### Clock routing

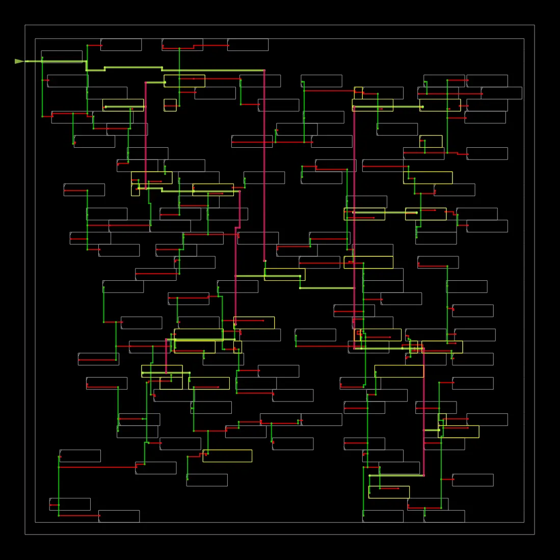
### Routed metal, one colour a layer

Drawn at 3 px/um.
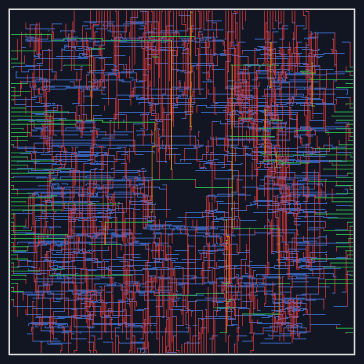
### Nets reached from selected ports

Drawn at 4 px/um.
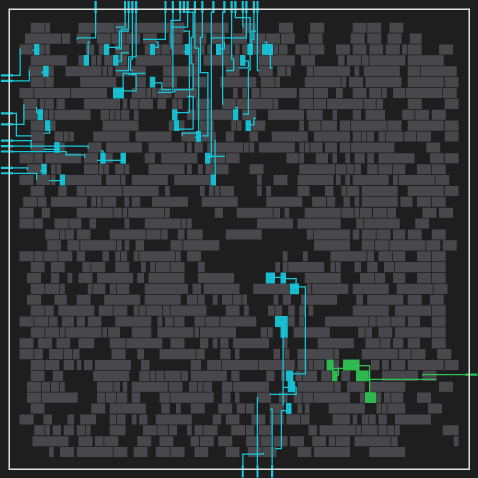
### Gate families picked out

Drawn at 3 px/um.
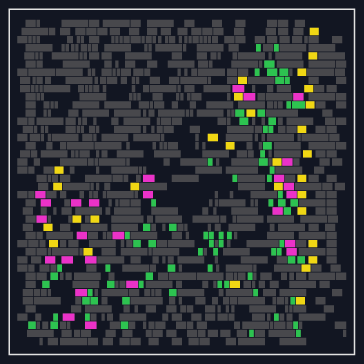
==> src/rtl/load_align_unit.sv <==
// Load/store sequencer between execute and the data memory port: issues word-aligned
// accesses, lane-aligns store data/strobes and right-justifies load data for signext.

package isa_shared;
  typedef enum logic [2:0] {
    SX_3100  = 3'd0,
    SX_1500  = 3'd1,
    SX_0700  = 3'd2,
    SXU_1500 = 3'd3,
    SXU_0700 = 3'd4
  } sx_op_e;
endpackage

module load_align_unit #(
  parameter int DATA_WIDTH     = 32,
  parameter int TIMEOUT_CYCLES = 16
) (
  input  logic                  clk,
  input  logic                  rst_n,
  input  logic                  req_valid,
  output logic                  req_ready,
  input  logic                  req_we,
  input  logic [1:0]            req_size,
  input  logic                  req_unsigned,
  input  logic [DATA_WIDTH-1:0] req_addr,
  input  logic [DATA_WIDTH-1:0] req_wdata,
  output logic                  mem_req,
  output logic                  mem_we,
  output logic [DATA_WIDTH-1:0] mem_addr,
  output logic [DATA_WIDTH-1:0] mem_wdata,
  output logic [3:0]            mem_wstrb,
  input  logic                  mem_ack,
  input  logic [DATA_WIDTH-1:0] mem_rdata,
  output logic                  rsp_valid,
  output logic [DATA_WIDTH-1:0] rsp_data,
  output logic [2:0]            rsp_sx_op,
  output logic                  rsp_err
);

  localparam int CNT_W = $clog2(TIMEOUT_CYCLES + 1);

  typedef enum logic [1:0] {IDLE, ACCESS, RESP} state_e;

  state_e                  state_q, state_d;
  logic [CNT_W-1:0]        cnt_q;
  logic                    we_q;
  logic [1:0]              size_q;
  logic                    unsigned_q;
  logic [1:0]              lane_q;
  logic [DATA_WIDTH-1:0]   addr_q;
  logic [DATA_WIDTH-1:0]   wdata_q;
  logic [3:0]              wstrb_q;
  logic [DATA_WIDTH-1:0]   rsp_data_q;
  isa_shared::sx_op_e      rsp_sx_op_q;
  logic                    rsp_err_q;

  logic                    accept;
  logic                    misaligned;
  logic                    ack_hit;
  logic                    timeout_hit;
  logic [3:0]              wstrb_calc;
  logic [DATA_WIDTH-1:0]   wdata_calc;
  logic [DATA_WIDTH-1:0]   load_data;
  isa_shared::sx_op_e      load_sx;

  assign accept = (state_q == IDLE) && req_valid;

  // NOTE: every combinational output gets a default first so no path leaves it unassigned (no latch).
  always_comb begin
    misaligned = 1'b0;
    case (req_size)
      2'b01:   misaligned = req_addr[0];
      2'b10:   misaligned = |req_addr[1:0];
      2'b11:   misaligned = 1'b1;
      default: misaligned = 1'b0;
    endcase
  end

  // Store lane placement: replicate the datum across the word, strobe only the addressed lanes.
  always_comb begin
    wstrb_calc = 4'b0000;
    wdata_calc = '0;
    if (req_we) begin
      case (req_size)
        2'b00: begin
          wstrb_calc = 4'b0001 << req_addr[1:0];
          wdata_calc = DATA_WIDTH'({4{req_wdata[7:0]}});
        end
        2'b01: begin
          wstrb_calc = req_addr[1] ? 4'b1100 : 4'b0011;
          wdata_calc = DATA_WIDTH'({2{req_wdata[15:0]}});
        end
        default: begin
          wstrb_calc = 4'b1111;
          wdata_calc = req_wdata;
        end
      endcase
    end
  end

  always_comb begin
    load_data = mem_rdata;
    load_sx   = isa_shared::SX_3100;
    case (size_q)
      2'b00: begin
        load_data = DATA_WIDTH'(mem_rdata[{lane_q, 3'b000} +: 8]);
        load_sx   = unsigned_q ? isa_shared::SXU_0700 : isa_shared::SX_0700;
      end
      2'b01: begin
        load_data = DATA_WIDTH'(mem_rdata[{lane_q[1], 4'b0000} +: 16]);
        load_sx   = unsigned_q ? isa_shared::SXU_1500 : isa_shared::SX_1500;
      end
      default: begin
        load_data = mem_rdata;
        load_sx   = isa_shared::SX_3100;
      end
    endcase
  end

  // Ack is tested before the timeout so a same-cycle ack completes successfully.
  always_comb begin
    state_d     = state_q;
    ack_hit     = 1'b0;
    timeout_hit = 1'b0;
    case (state_q)
      IDLE:   if (req_valid) state_d = misaligned ? RESP : ACCESS;
      ACCESS: begin
        if (mem_ack) begin
          ack_hit = 1'b1;
          state_d = RESP;
        end else if (cnt_q == CNT_W'(TIMEOUT_CYCLES - 1)) begin
          timeout_hit = 1'b1;
          state_d     = RESP;
        end
      end
      RESP:    state_d = IDLE;
      default: state_d = IDLE;
    endcase
  end

  // NOTE: sequential state uses non-blocking assignments so every register samples pre-edge values.
  always_ff @(posedge clk or negedge rst_n) begin
    if (!rst_n) state_q <= IDLE;
    else        state_q <= state_d;
  end

  always_ff @(posedge clk or negedge rst_n) begin
    if (!rst_n) begin
      cnt_q       <= '0;
      we_q        <= 1'b0;
      size_q      <= 2'b00;
      unsigned_q  <= 1'b0;
      lane_q      <= 2'b00;
      addr_q      <= '0;
      wdata_q     <= '0;
      wstrb_q     <= 4'b0000;
      rsp_data_q  <= '0;
      rsp_sx_op_q <= isa_shared::SX_3100;
      rsp_err_q   <= 1'b0;
    end else begin
      if (accept) begin
        cnt_q      <= '0;
        we_q       <= req_we;
        size_q     <= req_size;
        unsigned_q <= req_unsigned;
        lane_q     <= req_addr[1:0];
        addr_q     <= {req_addr[DATA_WIDTH-1:2], 2'b00};
        wdata_q    <= wdata_calc;
        wstrb_q    <= wstrb_calc;
        if (misaligned) begin
          rsp_data_q  <= '0;
          rsp_sx_op_q <= isa_shared::SX_3100;
          rsp_err_q   <= 1'b1;
        end
      end
      if (state_q == ACCESS && !mem_ack) cnt_q <= cnt_q + 1'b1;
      if (ack_hit) begin
        rsp_data_q  <= we_q ? '0 : load_data;
        rsp_sx_op_q <= we_q ? isa_shared::SX_3100 : load_sx;
        rsp_err_q   <= 1'b0;
      end
      if (timeout_hit) begin
        rsp_data_q  <= '0;
        rsp_sx_op_q <= isa_shared::SX_3100;
        rsp_err_q   <= 1'b1;
      end
    end
  end

  assign req_ready = (state_q == IDLE);
  assign mem_req   = (state_q == ACCESS);
  assign mem_we    = mem_req && we_q;
  assign mem_addr  = mem_req ? addr_q  : '0;
  assign mem_wdata = mem_req ? wdata_q : '0;
  assign mem_wstrb = mem_req ? wstrb_q : 4'b0000;
  assign rsp_valid = (state_q == RESP);
  assign rsp_data  = rsp_data_q;
  assign rsp_sx_op = rsp_sx_op_q;
  assign rsp_err   = rsp_err_q;

endmodule

==> config.mk <==
export PLATFORM = sky130hd
export DESIGN_NAME = load_align_unit
export DESIGN_NICKNAME = d
export VERILOG_FILES = /design/src/rtl/load_align_unit.sv
export SDC_FILE = /design/constraint.sdc
export NUM_CORES = 1
export LEC_CHECK = 0
export CORE_MARGIN = 2
export CORE_UTILIZATION = 45
export DETAILED_ROUTE_END_ITERATION = 16
export GPL_ROUTABILITY_DRIVEN = 0
export PLACE_DENSITY_LB_ADDON = 0.05
export SLEW_MARGIN = 20
export SYNTH_ARGS = -nofsm -noshare
export SYNTH_HDL_FRONTEND = slang
export SYNTH_SLANG_ARGS = --single-unit
==> constraint.sdc <==
create_clock -name clk -period 4.9 [get_ports clk]
set_input_delay 0.98 -clock clk [delete_from_list [all_inputs] [get_ports clk]]
set_output_delay 0.98 -clock clk [all_outputs]
set_load 0.02 [all_outputs]
==> flow_summary.json <==
{
  "core_sq_mm": 0.0120,
  "vias_per_cell": 5.32,
  "finalHoldViolCount": 0,
  "fp-utilization_pct": 46.0,
  "rows": 40,
  "setup_ws_ps": 1460,
  "antenna_found_initial": 0,
  "fp.dieW_um": 115,
  "critPathMaxFanout": 69,
  "drcViolationCount": 0,
  "overflow": 0,
  "area_delta_synth_final_pct": 50.5,
  "fill_cells": 932,
  "pin_count": 212,
  "gr-usage-met2_pct": 39.6,
  "yosysTopAreaCell": "dfrtp_1",
  "grt_pass1_wl_um": 25100,
  "grt_max_degree": 96,
  "synth.yosys.warnings": 0,
  "ant_nets": 0,
  "preCtsSetupSlack_ps": 1800,
  "io_buffers": 209,
  "synth_chip_area_sq_mm": 0.00550,
  "syn-cell-area_sq_mm": 0.00550,
  "slew_violations": 0,
  "topCellsByArea": "dfrtp_1, nand2_1, and2_1, a22o_1, mux2i_1",
  "diodes": 0,
  "grt_usage_pct": 24.5,
  "routed_wl_um": 15800,
  "ff_type": "dfrtp_1",
  "max_freq_mhz": 291,
  "worst_slew_pin_slew_ps": 937,
  "ys_cells": 584,
  "num_vias": 4989,
  "path_clk_slew_ps": 50,
  "grt_setup_unrepaired": "false",
  "dr.first_iter.drc_count": 396,
  "ir_drop_uv": 220,
  "hold_ws_ps": 464,
  "grt_use_met1_pct": 31.4,
  "drive_gt1_share_pct": 6.71,
  "yosysTopAreaCellShare_pct": 52.3,
  "hold_buffers": 0,
  "clk_latency_ps": 410,
  "status": "finished clean",
  "cts_tree": "built",
  "required_ps": 3920,
  "cts_setup_buffers": 0,
  "routedWlPerCell_um": 16.9,
  "ctsLongestPathBuffers": 2,
  "die_h_um": 115,
  "tool_warnings": 26,
  "period_used_pct": 70.1,
  "clock-root-buffer": "clkbuf_16",
  "clock-sinks": 115,
  "power_mw": 3.68,
  "period_needed_ps": 3440,
  "h-tree-depth": 4,
  "syn-instance-count": 584,
  "nets": 884,
  "finalSetupViolations": 0,
  "edf_count": 0,
  "maxSlewHeadroom_pct": 37.5,
  "power-per-cell-area_mw_per_mm2": 444,
  "cts_resized": 0,
  "crit_type": "flop to output port",
  "top_usage_layer": "met2",
  "setup_total_negative_slack_ps": 0,
  "die-area_sq_mm": 0.0131,
  "min-delay-path-class": "flop to flop",
  "leakage_nw": 3.75
}
-- 'Clock routing' (at the start) --
Clock net power: 1.34 mW
clk_skew: 6.14 ps

-- 'Routed metal, one colour a layer' (at the start) --
legend:
  red:
    layer: metal 2
    wire_length: 7740 um
  blue:
    layer: metal 1
    wire_length: 6680 um
  orange:
    layer: metal 4
    wire_length: 327 um
  green:
    layer: metal 3
    wire_length: 1070 um

-- 'Nets reached from selected ports' (at the start) --
legend:
  green:
    port: `mem_ack`
    direction: input
    edge: right
    end_cells: 5
    buffers: 1
    wire: 48.4 um
  cyan:
    port: `req_addr`
    direction: input
    edge: 20 top, 9 left, 3 bottom
    end_cells: 38
    buffers: 32
    wire: 759 um

-- 'Gate families picked out' (at the start) --
legend:
  magenta:
    family: mux cells
    cells: 26
    most_used: mux2i_1
  yellow:
    family: non-inverting ao/oa cells
    cells: 30
    most_used: a22o_1
  green:
    family: aoi and oai cells
    cells: 75
    most_used: o21ai_0

-- per-layer routing --
layer / wire length (um) / part of all wire [%]
met4: 326 / 2.1
met2: 7740 / 49
met5: 0 / 0
met3: 1070 / 6.8
met1: 6680 / 42
-- cell usage after synthesis, types with 6 or more instances --
| cell | n |
|---|---|
| nand3_1 | 9 |
| inv_1 | 6 |
| a22o_1 | 28 |
| a21oi_1 | 10 |
| o21ai_0 | 23 |
| o21ai_1 | 10 |
| nor2b_1 | 20 |
| and2_1 | 67 |
| o31ai_1 | 18 |
| clkbuf_1 | 28 |
| nand2_1 | 156 |
| dfrtp_1 | 115 |
| mux2i_1 | 16 |
| nor2_1 | 17 |
| mux2_2 | 10 |
-- area by class of cell --
type	instances	area, sq um	share of cell area (%)
well taps	147	184	2.22
clock inverters	11	183	2.20
flip-flops and latches	115	2880	34.7
repair buffers	216	2150	25.9
inverters	6	22.5	0.272
multi-input cells	422	2420	29.2
clock buffers	20	457	5.51
-- worst max-delay path, cell delays in order (launching register included) --
cell and delay (ps):
dfrtp_1 450, nand2b_1 200, inv_1 60, buf_4 450, and2_1 210, clkdlybuf4s50_1 640
-- cell families (layout without fill, tap and decap cells) --
group	after synthesis	count (layout)	share of synthesized area, %
adders and majority gates	2	2	0.455
and+or+nand+nor	286	286	24.6
xor gates and xnor gates	1	1	0.159
AOI/OAI and AO/OA	105	105	13.4
muxes	26	26	4.96
DFF	115	115	52.3
buffers and inverters	48	253	4.02
other	1	2	0.0681
-- worst paths after layout --
path,start,end,slack [ps],cells after the start
min in group asynchronous,rst_n,cnt_q[0]$_DFFE_PN0P_,630,1
max in group asynchronous,rst_n,rsp_data[12]$_DFFE_PN0P_,3300,2
setup / recovery,state_q[1]$_DFFE_PN0P_,mem_addr[5],1460,5
setup reg to reg,state_q[1]$_DFFE_PN0P_,rsp_data[10]$_DFFE_PN0P_,2860,5
hold / removal,addr_q[14]$_DFFE_PN0P_,addr_q[14]$_DFFE_PN0P_,460,2
hold reg to reg,addr_q[14]$_DFFE_PN0P_,addr_q[14]$_DFFE_PN0P_,460,2
-- placed cells by master, fill, tap and decap left out, types with 2 or more instances in the layout --
cell type and n:
o31ai_1 18, o21ai_0 23, ha_1 2, clkbuf_16 17
nor2b_1 20, clkinv_2 5, clkbuf_8 2, nand3_1 9
mux2i_1 16, a221oi_1 2, o21ai_1 10, mux2_2 10
nor2_1 17, clkdlybuf4s50_1 208, conb_1 2, dfrtp_1 115
and2_1 67, buf_4 7, and3_1 2, nand2_1 156
a32oi_1 2, a22o_1 28, nand2b_1 3, a22oi_1 5
a222oi_1 2, a2bb2oi_1 2, bufinv_16 5, nor3_1 3
nand3b_1 2, inv_1 6, a21oi_1 10
-- power by group --
group	total, mW	switching, mW	internal, mW
Clock	1.34	0.418	0.920
Sequential	1.33	0.155	1.18
Combinational	1.01	0.534	0.476
Total	3.68	1.11	2.57
-- metrics by stage --
step / std cells / cell area (sq um) / utilization [%]
after floorplan: 585 / 5510 / -
after global placement: 906 / 7640 / 63.9
after detailed placement: 906 / 7640 / 63.9
after CTS: 937 / 8280 / 69.2
after global routing: 937 / 8290 / 69.3
final: 937 / 8290 / 69.3
Power figures rest on the tool's default switching activity, not on a simulated workload.
